--- config.mk ---
export PLATFORM = sky130hd
export DESIGN_NAME = updown_mod_counter
export DESIGN_NICKNAME = d
export VERILOG_FILES = /design/src/rtl/counter_pkg.sv /design/src/rtl/updown_mod_next.sv /design/src/rtl/updown_mod_counter.sv
export SDC_FILE = /design/constraint.sdc
export NUM_CORES = 1
export LEC_CHECK = 0
export CAP_MARGIN = 20
export CELL_PAD_IN_SITES_DETAIL_PLACEMENT = 0
export CELL_PAD_IN_SITES_GLOBAL_PLACEMENT = 1
export CORE_UTILIZATION = 30
export CTS_CLUSTER_DIAMETER = 100
export DETAILED_ROUTE_END_ITERATION = 7
export PLACE_DENSITY_LB_ADDON = 0.12
export RECOVER_POWER = 100
export SLEW_MARGIN = 20
export SYNTH_ARGS = -nofsm -noshare
export SYNTH_HDL_FRONTEND = slang
export SYNTH_HIERARCHICAL = 1
export SYNTH_SLANG_ARGS = --single-unit
--- constraint.sdc ---
create_clock -name clk -period 1.8 [get_ports clk]
set_input_delay 0.45 -clock clk [delete_from_list [all_inputs] [get_ports clk]]
set_output_delay 0.45 -clock clk [all_outputs]
set_load 0.01 [all_outputs]
--- src/rtl/counter_pkg.sv ---
// Shared constants and helpers for the up/down modulus counter family.
// Mode/direction encodings and the load clamp live here so every user agrees on them.
package counter_pkg;

  localparam int CNT_WRAP = 0;
  localparam int CNT_SAT  = 1;

  localparam logic DIR_DOWN = 1'b0;
  localparam logic DIR_UP   = 1'b1;

  // Out-of-range load values pin to the top of the count range.
  function automatic logic [31:0] clamp_load(input logic [31:0] val,
                                             input logic [31:0] modulus);
    return (val < modulus) ? val : (modulus - 32'd1);
  endfunction

endpackage

--- src/rtl/updown_mod_next.sv ---
// Combinational next-count and event generator for updown_mod_counter.
// Priority is clr, then load, then the enabled step.
module updown_mod_next
  import counter_pkg::*;
#(
  parameter int WIDTH    = 4,
  parameter int MODULUS  = 16,
  parameter int SATURATE = CNT_WRAP
) (
  input  logic [WIDTH-1:0] cnt,
  input  logic             en,
  input  logic             up_down,
  input  logic             clr,
  input  logic             load,
  input  logic [WIDTH-1:0] load_val,
  output logic [WIDTH-1:0] cnt_nxt,
  output logic             evt_nxt
);

  localparam logic [WIDTH-1:0] CNT_MAX = WIDTH'(MODULUS - 1);
  localparam logic [WIDTH-1:0] CNT_ONE = WIDTH'(1);

  always_comb begin
    cnt_nxt = cnt;
    evt_nxt = 1'b0;
    if (clr) begin
      cnt_nxt = '0;
    end else if (load) begin
      cnt_nxt = WIDTH'(clamp_load(32'(load_val), 32'(MODULUS)));
    end else if (en) begin
      if (up_down == DIR_UP) begin
        if (cnt == CNT_MAX) begin
          evt_nxt = 1'b1;
          cnt_nxt = (SATURATE == CNT_SAT) ? cnt : '0;
        end else begin
          cnt_nxt = cnt + CNT_ONE;
        end
      end else begin
        if (cnt == '0) begin
          evt_nxt = 1'b1;
          cnt_nxt = (SATURATE == CNT_SAT) ? cnt : CNT_MAX;
        end else begin
          cnt_nxt = cnt - CNT_ONE;
        end
      end
    end
  end

endmodule

--- src/rtl/updown_mod_counter.sv ---
// Parametrised up/down counter with programmable modulus, wrap/saturate mode,
// terminal-count flag and a registered boundary-event pulse.
module updown_mod_counter
  import counter_pkg::*;
#(
  parameter int WIDTH    = 4,
  parameter int MODULUS  = 16,
  parameter int SATURATE = CNT_WRAP
) (
  input  logic             clk,
  input  logic             rst_n,
  input  logic             en,
  input  logic             up_down,
  input  logic             clr,
  input  logic             load,
  input  logic [WIDTH-1:0] load_val,
  output logic [WIDTH-1:0] cnt,
  output logic             tc,
  output logic             evt
);

  localparam logic [WIDTH-1:0] CNT_MAX = WIDTH'(MODULUS - 1);

  if (MODULUS < 2 || MODULUS > 2**WIDTH) begin : g_bad_modulus
    $error("updown_mod_counter: MODULUS must lie in 2..2**WIDTH");
  end
  if (SATURATE != CNT_WRAP && SATURATE != CNT_SAT) begin : g_bad_mode
    $error("updown_mod_counter: SATURATE must be 0 or 1");
  end

  logic [WIDTH-1:0] cnt_nxt;
  logic             evt_nxt;

  updown_mod_next #(
    .WIDTH   (WIDTH),
    .MODULUS (MODULUS),
    .SATURATE(SATURATE)
  ) u_next (
    .cnt     (cnt),
    .en      (en),
    .up_down (up_down),
    .clr     (clr),
    .load    (load),
    .load_val(load_val),
    .cnt_nxt (cnt_nxt),
    .evt_nxt (evt_nxt)
  );

  always_ff @(posedge clk or negedge rst_n) begin
    if (!rst_n) begin
      cnt <= '0;
      evt <= 1'b0;
    end else begin
      cnt <= cnt_nxt;
      evt <= evt_nxt;
    end
  end

  assign tc = en & (((up_down == DIR_UP) & (cnt == CNT_MAX)) |
                    ((up_down == DIR_DOWN) & (cnt == '0)));

endmodule

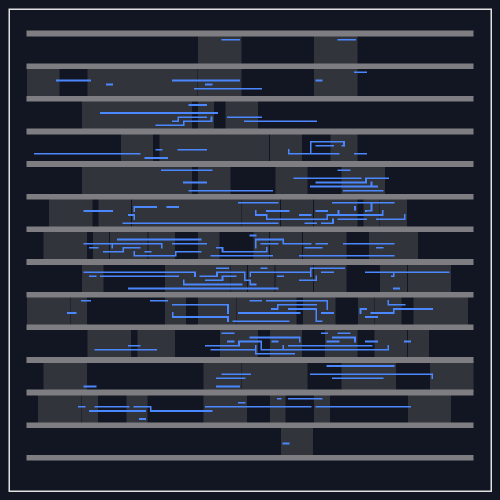
Fig. 1. The metal 1 layer (run 1).
Drawn at 12 px/um. Supply wires on this layer in gray. Cells faint in the background.
nets with wire on the layer: 65
longest straight run: 12.9 um
share of all routed wire: 46%

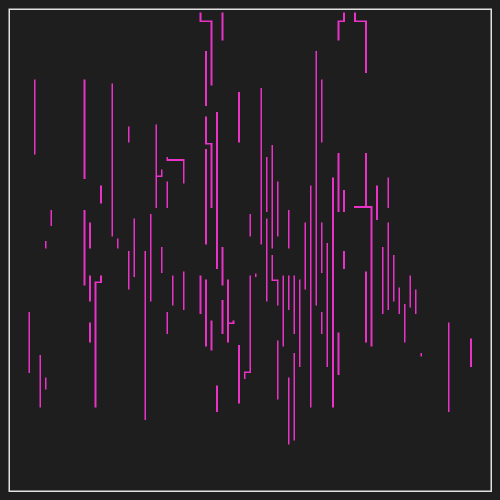
Fig. 2. Met2 routing (run 1).
Drawn at 12 px/um.
longest straight run: 21.1 um
share of all routed wire: 48%

==> Changelog: implementation, run 1 <==
### Changed

- Status: finished, violations left
- Violated checks: setup timing
- HPWL Detailed: 748 um
- Final setup skew: 0.005322 ns
- GRT Total Usage: 14.60%
- Placed cell count: 82
- DRT iter0 DRCs: 4
- Ant. Diodes: 0
- Post-layout minimum cycle time: 1.884 ns
- Largest net degree at the start of global routing: 10
- Crit path kind: reg -> out
- FA/HA/MAJ Cells, Area Fraction: 5.764%
- Number of top-level pins: 16
- Post-synth top area cell: sky130_fd_sc_hd__dfrtp_1
- Mapped Cells: 45
- Setup slack of the most critical reg-to-reg path: 0.09 ns
- Area fraction in and, or, nand and nor cells: 21.04%
- Count of TritonRoute iterations in the first routing pass: 4
- Post-detailed-route DRC marker count: 0
- Gp weighted congestion: 0.6717
- Global route total overflow: 0
- Quantity of hold-fixing buffers added after cts: 0
- Die Y: 40.04 um
- Net count after synthesis: 57
- EDFF count, synth: 0
- Most used flip-flop cell after synthesis: sky130_fd_sc_hd__dfrtp_1
- Power density normalized to cell area: 590.9 nW/um2
- TritonCTS clock tree: done
- Aggregate negative setup slack: -0.08411 ns
- Share of final-layout standard cells stronger than drive strength 1: 25.35%
- Worst vdd ir: 436.2 uV
- Crit path required time: 1.35 ns
- Overall die area: 1603 um2
- # setup viols final: 1
- First-pass GRT wire length: 1545 um
- Die width: 40.04 um
- Clock buffer count from CTS: 3
- Cell area after technology mapping: 434.2 um2
- Port Buffer Count: 15
- Max Fanout on Critical Path: 2
- Worst-case hold slack: 0.4995 ns
- Number of global-route vias before repair: 389
- Count of distinct cell types in the synthesized netlist: 30
- Library cell used as clock root buffer: sky130_fd_sc_hd__clkbuf_4
- Worst setup slack after layout: -0.08411 ns
- Max Root-Sink Buffers: 2
- Post-synthesis sequential element count: 5
- Insertion delay at the late pin of the worst-skew pair: 0.24 ns
- CTS H-tree lvls: 1
- Maximum clock frequency: 0.5308 GHz
- Mux area share: 4.611%
- Synth-to-Final Area Change: 53.89%
- Syn avg cell area: 9.648 um2
- Headroom to the max-slew limit: 79.46%
- Cell row count: 13
- Xor-xnor portion of the synthesized cell area: 4.035%
- Maximum capacitance violations: 0
- Top-area cell share: 28.82%
- Arrival time at the worst endpoint: 1.43 ns
- Clock sink count: 5
- Sort of element at the start of the critical path: flop
- Chip area estimate from yosys synthesis: 434.2 um2
- Ao+oa area frac: 25.65%
- Post-route antenna net violation count: 0
- Leakage power summed over all cells: 0.0003106 uW
- Floorplan Utilization: 32.95%
- Share of the clock period used by the worst path after layout: 104.7%
- Post-synthesis async set-or-reset flop share: 100.0%
- Stage delay of the slowest cell on the critical path: 0.53 ns
- Antenna violations before repair: 0
- Post-synthesis sequential area ratio: 28.82%
- Max-slew violation count: 0
- Unrepaired setup endpoints after global routing: true
- Via-per-instance ratio: 4.988
- Synth area leaders: sky130_fd_sc_hd__dfrtp_1 29%, sky130_fd_sc_hd__clkbuf_16 5.8%, sky130_fd_sc_hd__ha_1 5.8%
- Wire length per cell: 11.03 um
- Critical path, cell by cell: or4_1 > o22ai_1 > buf_2
- Number of standard cells reported by yosys: 45
- Core region area: 1318 um2
- Tool warning count: 29
- Yosys warnings: 6
- Final net count: 84
- Class of the tightest hold or removal check: in -> async
- Dominant comb cell: AND-OR/OR-AND gates
- Count of placed standard cells in the final layout, fillers left out: 86
- Endpoint type of the worst setup path: output pin
- Most common library cells after synthesis: 5 x sky130_fd_sc_hd__dfrtp_1, 5 x sky130_fd_sc_hd__inv_1
- Final Hold Violation Tally: 0
- Post-layout util: 50.71%
- Clock-pin slew of the registers on the worst-case setup and hold paths: 0.04 ns
- Pwr Total: 394.8 uW
- Slowest cell on the critical path: sky130_fd_sc_hd__or4_1
- Transition time at the pin with the least slew margin: 0.3075 ns
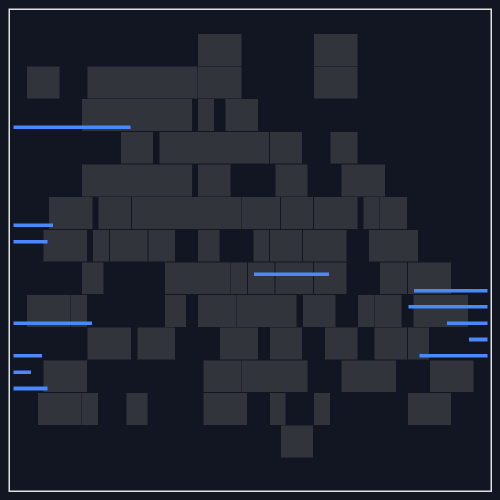
Fig. 3. Signal wires on met3 (run 1).
Drawn at 12 px/um. Cells faint in the background.
wire length on this layer: 54.7 um
longest straight run: 9.40 um
share of all routed wire: 5.8%
final wirelength: 949 um
total via count after detailed routing: 429
fraction of met3 tracks used by global routing: 5.000%

[run 1: layer usage]
layer	routed length (um)	global-route usage [%]	part of all wire, %	vias to the layer above
li1	-	-	-	223
met1	441	17.63	46	192
met2	453	25.00	48	14
met3	54	5.000	5.7	0
met4	0	2.586	0	0
met5	0	0	0	-
[run 1: logic make-up after synthesis]
| kind of cell | count (synthesis) |
|---|---|
| AOI/OAI and AO/OA | 14 |
| xor gates and xnor gates | 2 |
| adders and majority gates | 2 |
| buffers and inverters | 6 |
| DFF | 5 |
| muxes | 2 |
| and+or+nand+nor | 14 |
[run 1: critical path: cells and delay by family (launching register included)]
family                 cells  cell delay, ns
and+or+nand+nor            1            0.53
DFF                        1            0.37
AOI/OAI and AO/OA          1            0.15
buffers and inverters      1            0.15
[run 1: layout by cell type, fill, tap and decap left out, drive strengths merged]
cell type | Yosys | final
clkdlybuf4s50 | 0 | 11
buf | 0 | 9
dfrtp | 5 | 5
inv | 5 | 5
clkbuf | 1 | 4
a21oi | 3 | 3
nand2b | 2 | 2
nand2 | 2 | 2
nand4 | 2 | 2
dlygate4sd3 | 0 | 2
mux2i | 2 | 2
nor2 | 2 | 2
or4b | 2 | 2
ha | 2 | 2
or4 | 1 | 1
o22ai | 1 | 1
dlymetal6s2s | 0 | 1
xor2 | 1 | 1
o21a | 1 | 1
xnor2 | 1 | 1
o21ai | 1 | 1
nor2b | 1 | 1
a311oi | 1 | 1
and2b | 1 | 1
nor3 | 1 | 1
o311a | 1 | 1
a21o | 1 | 1
a21boi | 1 | 1
o31ai | 1 | 1
o221ai | 1 | 1
a221oi | 1 | 1
a2111oi | 1 | 1
[run 1: repair_timing]
item | in CTS | in global routing
setup buffers | 0 | 0
gates resized | 4 | 5
endpoints found under the setup margin | 2 | 3
pin swaps | 2 | 2
cloned | 0 | 0
[run 1: flip-flops by register name, indices dropped and copies added (netlist names)]
| name | flops |
|---|---|
| cnt | 4 |
| evt | 1 |
[run 1: area by class of cell]
class / instances / area [um2]
Sequential cell: 5 / 125.1
Multi-Input combinational cell: 34 / 267.8
Tap cell: 15 / 18.77
Fill cell: 121 / 649.4
Clock buffer: 4 / 26.28
Timing Repair Buffer: 23 / 211.5
Inverter: 5 / 18.77
[run 1: report_power, final]
part           switching (uW)  internal (uW)
clock                    41.2           83.5
sequential               3.59            120
combinational            64.2           82.0
total                     109            286
[run 1: worst paths after layout]
| kind | start | to | depth (start not counted) |
|---|---|---|---|
| worst max-delay path | cnt[1] | tc | 3 |
| worst min-delay path | rst_n | cnt[1] | 1 |
| worst max register to register | cnt[1] | evt | 5 |
| worst min register to register | cnt[2] | evt | 3 |
| max in group asynchronous | rst_n | cnt[2] | 1 |
| min in group clk | up_down | evt | 4 |
[run 1: through the flow]
stage                     instance area, um2  setup WS [ns]
after floorplan                        434.2         0.1070
after global placement                 638.1        -0.3613
after detailed placement               638.1        -0.3771
after CTS                              659.4       -0.09775
after global routing                   668.1        -0.1447
final                                  668.1       -0.08411
Fig. 4: run 1, routed clock nets over the placement
Drawn at 6 px/um.
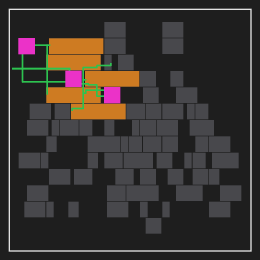

## Run 2: what changed since run 1
Clock period 1.8 ns to 2 ns, I/O delays scaled along.
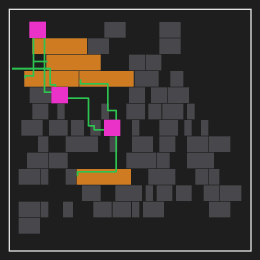
Fig. 5. Routed clock nets over the placement (run 2).
Drawn at 6 px/um.
legend:
  green:
    item: clock wires
    length: 80.1 um
  magenta:
    item: clock drivers
    count: 3
  orange:
    item: flip-flops
    count: 5
routed clock nets: 4
share of power burned in the clock network: 32.5%
final setup skew: 0.007640 ns
power drawn by the clock network: 116 uW

==> run 2 against run 1 <==
  * Largest cell class unchanged
  * Cell count is 2.3% lower
  * Final area down 2.6%
  * Register-to-register slack better by 0.09 ns
  * The flow now finishes without violations
  * Largest power group unchanged
==> Changelog: implementation, run 2 <==
### Changed

- Quantity of hold-fixing buffers added after cts: 0 (unchanged)
- Share of the clock period used by the worst path after layout: 96.50%
- Registers with the most flip-flops: cnt x4, evt x1 (unchanged)
- Floorplan Utilization: 32.95% (unchanged)
- Yosys warnings: 6 (unchanged)
- Portion of total power attributed to combinational logic: 36.1% (was 37.0%)
- Via-per-instance ratio: 5.155 (was 4.988)
- Number of top-level pins: 16 (unchanged)
- Post-synthesis sequential area ratio: 28.82% (unchanged)
- Number of cells on the worst reg-to-reg path: 7 (was 5)
- Worst-case hold slack: 0.5492 ns (was 0.4995 ns)
- Final Hold Violation Tally: 0 (unchanged)
- Most used flip-flop cell after synthesis: sky130_fd_sc_hd__dfrtp_1 (unchanged)
- Clock sink count: 5 (unchanged)
- Wire length per cell: 12.42 um (was 11.03 um)
- Maximum capacitance violations: 0 (unchanged)
- Share of final-layout standard cells stronger than drive strength 1: 21.74% (was 25.35%)
- Register name with the most flops: cnt (unchanged)
- Core region area: 1318 um2 (unchanged)
- Synth area leaders: sky130_fd_sc_hd__dfrtp_1 29%, sky130_fd_sc_hd__clkbuf_16 5.8%, sky130_fd_sc_hd__ha_1 5.8% (unchanged)
- Worst vdd ir: 335.6 uV (was 436.2 uV)
- Chip area estimate from yosys synthesis: 434.2 um2 (unchanged)
- Final net count: 82 (was 84)
- R2r endpoint: cnt[0] (was evt)
- Global route total overflow: 0 (unchanged)
- Most common library cells after synthesis: 5 x sky130_fd_sc_hd__dfrtp_1, 5 x sky130_fd_sc_hd__inv_1 (unchanged)
- Count of TritonRoute iterations in the first routing pass: 3 (was 4)
- TritonCTS clock tree: done (unchanged)
- HPWL Detailed: 821.1 um (was 748 um)
- Power density normalized to cell area: 547.8 nW/um2 (was 590.9 nW/um2)
- Library cell used as clock root buffer: sky130_fd_sc_hd__clkbuf_4 (unchanged)
- CTS H-tree lvls: 1 (unchanged)
- Leakage power summed over all cells: 0.0002911 uW (was 0.0003106 uW)
- Cell row count: 13 (unchanged)
- Status: finished, final reports clean (was finished, violations left)
- Class of the tightest hold or removal check: in -> async (unchanged)
- Post-route antenna net violation count: 0 (unchanged)
- Syn avg cell area: 9.648 um2 (unchanged)
- Internal Dissipation: 254.0 uW (was 285.9 uW)
- DRT iter0 DRCs: 1 (was 4)
- Worst setup slack after layout: 0.07006 ns (was -0.08411 ns)
- EDFF count, synth: 0 (unchanged)
- Crit path kind: reg -> out (unchanged)
- Crit path required time: 1.50 ns (was 1.35 ns)
- Synth-to-Final Area Change: 49.86% (was 53.89%)
- Die width: 40.04 um (unchanged)
- Post-synthesis async set-or-reset flop share: 100.0% (unchanged)
- Post-synth top area cell: sky130_fd_sc_hd__dfrtp_1 (unchanged)
- Post-layout util: 49.38% (was 50.71%)
- Switching power share of the total: 28.73% (was 27.59%)
- Clock-pin slew of the registers on the worst-case setup and hold paths: 0.05 ns (was 0.04 ns)
- Sort of element at the start of the critical path: flop (unchanged)
- # setup viols final: 0 (was 1)
- Top-area cell share: 28.82% (unchanged)
- Net count after synthesis: 57 (unchanged)
- Number of standard cells reported by yosys: 45 (unchanged)
- Cell area after technology mapping: 434.2 um2 (unchanged)
- First-pass GRT wire length: 1669 um (was 1545 um)
- Unrepaired setup endpoints after global routing: true (unchanged)
- Die Y: 40.04 um (unchanged)
- Headroom to the max-slew limit: 80.15% (was 79.46%)
- Part of the total power dissipated in sequential elements: 31.4% (about the same)
- Max-slew violation count: 0 (unchanged)
- Max Fanout on Critical Path: 2 (unchanged)
- Total via count after detailed routing: 433 (was 429)
- Mapped Cells: 45 (unchanged)
- Startpoint of the worst register-to-register path: cnt[0] (was cnt[1])
- Transition time at the pin with the least slew margin: 0.2978 ns (was 0.3075 ns)
- Endpoint type of the worst setup path: output pin (unchanged)
- Post-layout minimum cycle time: 1.930 ns
- Max FFs per register: 4 (unchanged)
- Setup slack of the most critical reg-to-reg path: 0.18 ns (was 0.09 ns)
- Maximum clock frequency: 0.5182 GHz
- Top logic cell by instance count in the layout: sky130_fd_sc_hd__clkdlybuf4s50_1 (unchanged)
- Post-detailed-route DRC marker count: 0 (unchanged)
- Ant. Diodes: 0 (unchanged)
- Largest net degree at the start of global routing: 10 (unchanged)
- Arrival time at the worst endpoint: 1.43 ns (about the same)
- Max Root-Sink Buffers: 2 (unchanged)
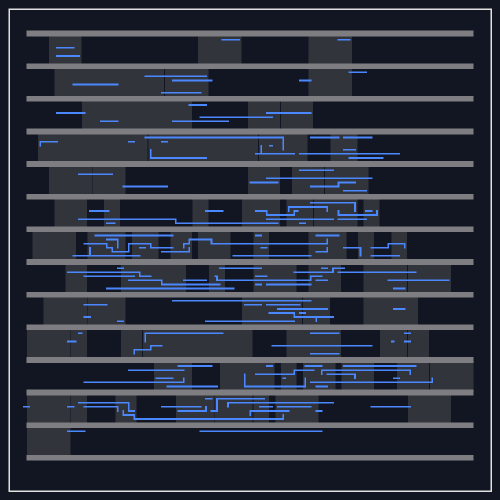
Fig. 6. The metal 1 layer (run 2).
Drawn at 12 px/um. Supply wires on this layer in gray. Cells faint in the background.
longest straight run: 12.4 um
main direction: horizontal
wire length on this layer: 474 um
nets with wire on the layer: 64
share of all routed wire: 45%

==> run 2: area by class of cell <==
type	instances	area [um2]
fillers	132	666.9
multi-input cells	34	275.3
repair buffers	21	186.4
flip-flops and latches	5	125.1
clock buffers	4	26.28
inverters	5	18.77
well taps	15	18.77
==> run 2: how the worst max path moves through the flow <==
stage,startpoint,slack [ns],to,cells past startpoint
after floorplan,cnt[1],0.26,tc,2
after global placement,up_down,-0.26,tc,4
after detailed placement,up_down,-0.28,tc,4
after CTS,cnt[1],0.01,tc,3
after global routing,cnt[0],-0.003,tc,3
final,cnt[2],0.07,tc,3
==> run 2: kinds of logic (layout without fill, tap and decap cells) <==
kind of cell    count (synthesis)  count (layout)  synth area share (%)
compound gates                 14              14                 25.65
simple gates                   14              14                 21.04
buf+inv                         6              30                 10.09
mux                             2               2                 4.611
xor+xnor                        2               2                 4.035
flops                           5               5                 28.82
fa+ha+maj                       2               2                 5.763
==> run 2: metrics by stage <==
stage | cells | TNS [ns] | area, um2
2_1_floorplan | 45 | 0 | 434.2
3_3_place_gp | 80 | -0.4769 | 623.1
3_5_place_dp | 80 | -0.4282 | 623.1
4_1_cts | 84 | 0 | 644.4
5_1_grt | 84 | -0.002820 | 650.6
6_report | 84 | 0 | 650.6
==> run 2: routing by layer <==
layer	part of all wire (%)	wire length (um)	vias to the layer above	GRT usage [%]
met2	51	527	12	27.42
li1	-	-	219	-
met5	0	0	-	0
met1	45	474	202	19.19
met3	4.0	42	0	6.667
met4	0	0	0	7.759
==> run 2: power by group through the flow <==
stage                     registers, uW  clock network, uW  logic, uW
after floorplan                     124                  0       55.4
after global placement              113                  0        129
after detailed placement            113                  0        128
after CTS                           111                123        127
after global routing                113                132        143
final                               112                116        129
==> run 2: repair_timing <==
item	4_1_cts	5_1_grt
buffers inserted	0	0
gates resized	4	2
endpoints found under the hold margin	0	0
pin swaps	0	2
endpoints found under the setup margin	1	1
==> run 2: critical path, stage by stage (launching register included) <==
cell and delay (ns):
sky130_fd_sc_hd__dfrtp_1 0.37, sky130_fd_sc_hd__or4_4 0.54, sky130_fd_sc_hd__o22ai_2 0.14, sky130_fd_sc_hd__buf_2 0.14
Power is estimated from default activity; no workload was simulated.
